<file path="src/rtl/tx_protocol_pkg.sv">
// Shared link-layer constants and framer state encoding.
package tx_protocol_pkg;

    localparam logic [7:0]  K28_5     = 8'hBC;
    localparam logic [7:0]  K23_7     = 8'hF7;
    localparam logic [7:0]  D16_2     = 8'h50;
    localparam logic [31:0] IDLE_WORD = {D16_2, D16_2, D16_2, K28_5};
    localparam logic [3:0]  K_BYTE0   = 4'b0001;

    typedef enum logic [1:0] {
        ST_IDLE,
        ST_HEADER,
        ST_DATA,
        ST_TRAILER
    } tx_state_e;

endpackage

</file>
<file path="src/rtl/tx_checksum16.sv">
// Modulo-2^16 running sum of data words; clear has priority over enable.
module tx_checksum16 (
    input  logic        clk240_i,
    input  logic        rst_i,
    input  logic        clear_i,
    input  logic        en_i,
    input  logic [15:0] word_i,
    output logic [15:0] sum_o
);

    logic [15:0] sum_q;
    logic [15:0] sum_d;

    always_comb begin
        sum_d = sum_q;
        if (clear_i) begin
            sum_d = 16'h0000;
        end else if (en_i) begin
            sum_d = sum_q + word_i;
        end
    end

    always_ff @(posedge clk240_i or posedge rst_i) begin
        if (rst_i) begin
            sum_q <= 16'h0000;
        end else begin
            sum_q <= sum_d;
        end
    end

    assign sum_o = sum_q;

endmodule

</file>
<file path="src/rtl/tx_protocol_framer.sv">
// Link framer: IDLE comma stream, then HEADER / DATA x N / TRAILER frames on request.
//
// state      | meaning
// ST_IDLE    | comma idle word on the link, waiting for frame_start_i
// ST_HEADER  | header with bcid/bc0 on the link
// ST_DATA    | indexed payload words on the link
// ST_TRAILER | checksum/count trailer on the link; a start here chains the next frame
module tx_protocol_framer
    import tx_protocol_pkg::*;
#(
    parameter int USER_W          = 24,
    parameter int WORDS_PER_FRAME = 24,
    parameter int BCID_MAX        = 3563
) (
    input  logic              clk240_i,
    input  logic              rst_i,
    input  logic              frame_start_i,
    input  logic              bc0_i,
    input  logic [11:0]       bcid_i,
    input  logic [USER_W-1:0] tx_user_word_i,
    output logic              tx_user_ready_o,
    output logic              data_valid_o,
    output logic [31:0]       txdata_o,
    output logic [3:0]        txcharisk_o,
    output logic              err_overrun_o,
    output logic              err_bcid_o
);

    localparam logic [7:0]  WPF8       = 8'(WORDS_PER_FRAME);
    localparam logic [12:0] BCID_LIMIT = 13'(BCID_MAX);

    tx_state_e   state_q, state_d;
    logic [7:0]  remaining_q, remaining_d;
    logic [31:0] txdata_q, txdata_d;
    logic [3:0]  charisk_q, charisk_d;
    logic        valid_q, valid_d;
    logic        err_ovr_q, err_ovr_d;
    logic        err_bcid_q, err_bcid_d;
    logic        arm_q;
    logic        start_ok;
    logic        user_ready;
    logic [23:0] user_ext;
    logic [7:0]  idx;
    logic [15:0] chk_sum;

    // arm_q blocks a start sampled on the first edge after reset release.
    assign start_ok = frame_start_i & arm_q;
    assign user_ext = 24'(tx_user_word_i);
    assign idx      = WPF8 - remaining_q;

    always_comb begin
        state_d     = state_q;
        remaining_d = remaining_q;
        txdata_d    = IDLE_WORD;
        charisk_d   = K_BYTE0;
        valid_d     = 1'b0;
        err_ovr_d   = err_ovr_q;
        err_bcid_d  = err_bcid_q;
        user_ready  = 1'b0;

        case (state_q)
            ST_IDLE: begin
                if (start_ok) state_d = ST_HEADER;
            end
            ST_HEADER: begin
                state_d    = ST_DATA;
                user_ready = 1'b1;
                if (start_ok) err_ovr_d = 1'b1;
            end
            ST_DATA: begin
                if (start_ok) err_ovr_d = 1'b1;
                if (remaining_q == 8'd0) begin
                    state_d = ST_TRAILER;
                end else begin
                    user_ready = 1'b1;
                end
            end
            ST_TRAILER: begin
                state_d = start_ok ? ST_HEADER : ST_IDLE;
            end
            default: state_d = ST_IDLE;
        endcase

        // Output word is registered, so it is chosen by the state being entered.
        case (state_d)
            ST_HEADER: begin
                txdata_d    = {4'h0, bcid_i, 7'h00, bc0_i, K28_5};
                valid_d     = 1'b1;
                remaining_d = WPF8;
                if ({1'b0, bcid_i} > BCID_LIMIT) err_bcid_d = 1'b1;
            end
            ST_DATA: begin
                txdata_d    = {idx, user_ext};
                charisk_d   = 4'b0000;
                valid_d     = 1'b1;
                remaining_d = remaining_q - 8'd1;
            end
            ST_TRAILER: begin
                txdata_d = {chk_sum, WPF8, K23_7};
                valid_d  = 1'b1;
            end
            default: ;
        endcase
    end

    always_ff @(posedge clk240_i or posedge rst_i) begin
        if (rst_i) begin
            state_q     <= ST_IDLE;
            remaining_q <= 8'd0;
            txdata_q    <= IDLE_WORD;
            charisk_q   <= K_BYTE0;
            valid_q     <= 1'b0;
            err_ovr_q   <= 1'b0;
            err_bcid_q  <= 1'b0;
            arm_q       <= 1'b0;
        end else begin
            state_q     <= state_d;
            remaining_q <= remaining_d;
            txdata_q    <= txdata_d;
            charisk_q   <= charisk_d;
            valid_q     <= valid_d;
            err_ovr_q   <= err_ovr_d;
            err_bcid_q  <= err_bcid_d;
            arm_q       <= 1'b1;
        end
    end

    tx_checksum16 u_checksum (
        .clk240_i (clk240_i),
        .rst_i    (rst_i),
        .clear_i  (state_d == ST_HEADER),
        .en_i     (user_ready),
        .word_i   (user_ext[15:0]),
        .sum_o    (chk_sum)
    );

    assign tx_user_ready_o = user_ready;
    assign data_valid_o    = valid_q;
    assign txdata_o        = txdata_q;
    assign txcharisk_o     = charisk_q;
    assign err_overrun_o   = err_ovr_q;
    assign err_bcid_o      = err_bcid_q;

endmodule

</file>
<file path="config.mk">
export PLATFORM = sky130hd
export DESIGN_NAME = tx_protocol_framer
export DESIGN_NICKNAME = d
export VERILOG_FILES = /design/src/rtl/tx_protocol_pkg.sv /design/src/rtl/tx_checksum16.sv /design/src/rtl/tx_protocol_framer.sv
export SDC_FILE = /design/constraint.sdc
export NUM_CORES = 1
export LEC_CHECK = 0
export ABC_AREA = 1
export ABC_CLOCK_PERIOD_IN_PS = 2300
export CORE_UTILIZATION = 51
export CTS_BUF_LIST = sky130_fd_sc_hd__clkbuf_8 sky130_fd_sc_hd__clkbuf_16
export DETAILED_ROUTE_END_ITERATION = 8
export PLACE_DENSITY = 0.78
export SYNTH_ARGS = -nofsm -noshare
export SYNTH_HDL_FRONTEND = slang
export SYNTH_HIERARCHICAL = 1
export SYNTH_SLANG_ARGS = --single-unit
</file>
<file path="constraint.sdc">
create_clock -name clk240_i -period 2.3 [get_ports clk240_i]
set_input_delay 0.575 -clock clk240_i [delete_from_list [all_inputs] [get_ports clk240_i]]
set_output_delay 0.575 -clock clk240_i [all_outputs]
set_load 0.01 [all_outputs]
</file>
==> git commit body <==
Update PnR metrics after Yosys + OpenROAD run

- Number of design rule violations left after detail routing: 0
- Dominant combinational cell family by area after synthesis: simple AND/OR/NAND/NOR gates
* Placed Area: 4936 um2
- Yosys attributes the largest share of cell area to dfrtp_1 33%, nand2_1 20%, dfstp_2 8.2%, ha_1 7.8%, inv_1 6.2%.
- Before placement the cells fill a little over half of the core.
* Element type at the critical path start: flip-flop
- The flow measured a signed area growth from synthesis to layout of 34.68%.
- STA classifies the critical path endpoint as an output pin.
- Max FFs per register: 32
- For this block, the via count after detailed routing is approximately 3,800.
- Wire length of the first global-routing pass: 16,890 um
- Final worst hold slack: 0.4934 ns
- The pre-CTS setup check shows a worst slack of -0.1183 ns.
- Post-synthesis instance area: 3839 um2
- Class of the tightest hold or removal check: flip-flop to flip-flop
- Startpoint of the worst setup timing path: remaining_q[0]
- Highest net fanout along the worst path: 3
- Slew @ Worst Pin: 0.6848 ns
- Setup slack on the worst reg-to-reg path comes out at 0.16 ns.
- XOR/XNOR share of the synthesized area: 0.4563%
* All-Layer GR Usage: between 20 and 30%
- Per STA, the worst path is made up of inv_2, ha_2, inv_1, nor2_2, nand2_2, a21oi_2, nor2_2, buf_2.
* Total wire length: 10,510 um
* Count of library flops with an enable pin: 0
* Final-report hold violation count: 0
- Layout cell share with drive strength beyond 1: approximately 16%
- The count of cells in the finished layout, fillers not included, comes to 743.
- The finished cells cover 5170 um2.
- Sorting the synthesized cells by how often they occur yields 207 x nand2_1, 63 x inv_1, 51 x dfrtp_1.
- Summed over all sequential cells, the power is 1.47 mW.
- Synthesis-stage register bit count: 63
- Summed negative setup slack over all endpoints: 0 ns
- Among the stages of the critical path, the cell type that occurs most often is nor2_2.
- Before antenna repair, the detailed router went through 5 iterations.
* WHS Path Cells: 1
- Per the post-run analysis, buffers plus inverters along the critical path come to 3.
* Number of standard cells after synthesis: 530
* Final weighted congestion of routability-driven global placement: slightly above 0.9
- The run finished with clean final reports.
- Unrepaired setup endpoints after global routing: yes
* Sum of net half-perimeters after detailed placement: 8230 um
* Number of port buffers: approximately 76
* Area fraction of the dominant cell type after synthesis: 33.25%
* Initial antenna violation count: 0
cell usage in the layout (no fill, tap or decap), types with 7 or more instances in the layout:
cell             count
nand2_1            205
clkdlybuf4s50_1     75
inv_1               62
dfrtp_1             51
nand3_1             38
nor2_1              32
buf_4               29
ha_1                19
a21oi_1             18
inv_2               14
dfstp_2             12
nand2_2             10
clkbuf_8            10
o21ai_1              7
cell type report:
| cell class | count | area (um2) | area share [%] |
|---|---|---|---|
| multi-input cells | 379 | 1921 | 37.15 |
| flip-flops and latches | 63 | 1592 | 30.78 |
| repair buffers | 110 | 1074 | 20.76 |
| inverters | 76 | 285.3 | 5.518 |
| clock buffers | 10 | 137.6 | 2.662 |
| well taps | 99 | 123.9 | 2.396 |
| clock inverters | 6 | 37.54 | 0.7260 |
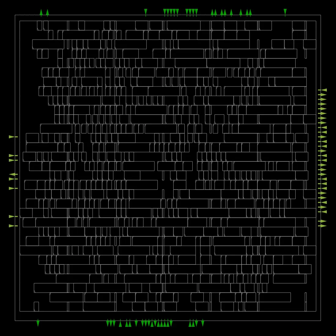
**Above:** cell outlines without signal wires.
standard-cell row count: 31
number of tap cells added at floorplan: 99

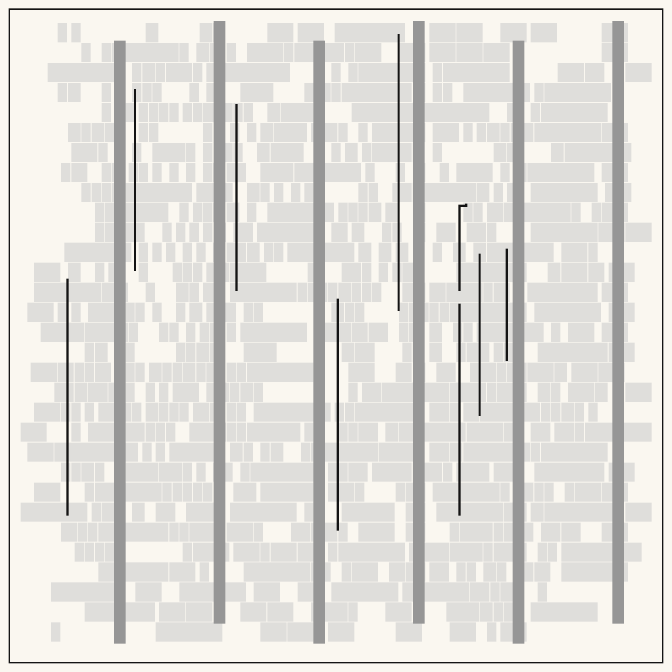
**Above:** the metal 4 layer.
Supply wires on this layer in grey.
- longest straight run: 37.4 um
- wire length on this layer: 228 um
- nets with wire on the layer: 7
- main direction: vertical

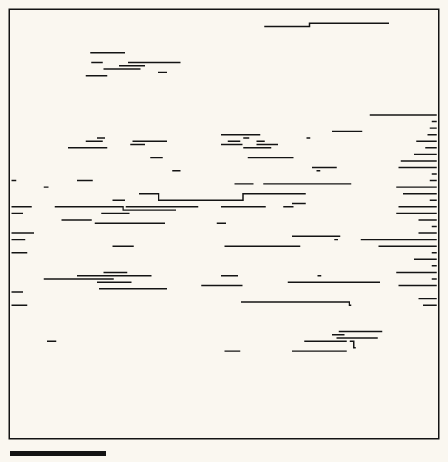
**Above:** the metal 3 layer.
Bar = 20 um.
- main direction: horizontal
- share of all routed wire: 6.0%
- wire length on this layer: 627 um
- nets with wire on the layer: 85
- longest straight run: 22.3 um

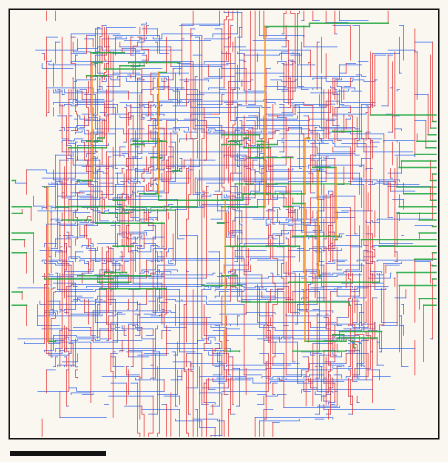
**Above:** signal wires by layer.
Bar = 20 um.
- blue: met1 (wire length 4,490 um)
- orange: met4 (wire length 228 um)
- green: met3 (wire length 627 um)
- red: met2 (wire length 5,170 um)

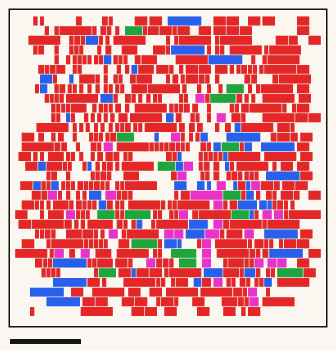
**Above:** cell sizes after repair.
Bar = 20 um.
- red: drive 1 or less (cells 539; most used nand2_1)
- blue: drive 2 (cells 56; most used inv_2)
- magenta: drive 3 to 4 (cells 34; most used buf_4)
- green: drive 6 and up (cells 15; most used clkbuf_8)

Power figures rest on the tool's default switching activity, not on a simulated workload.
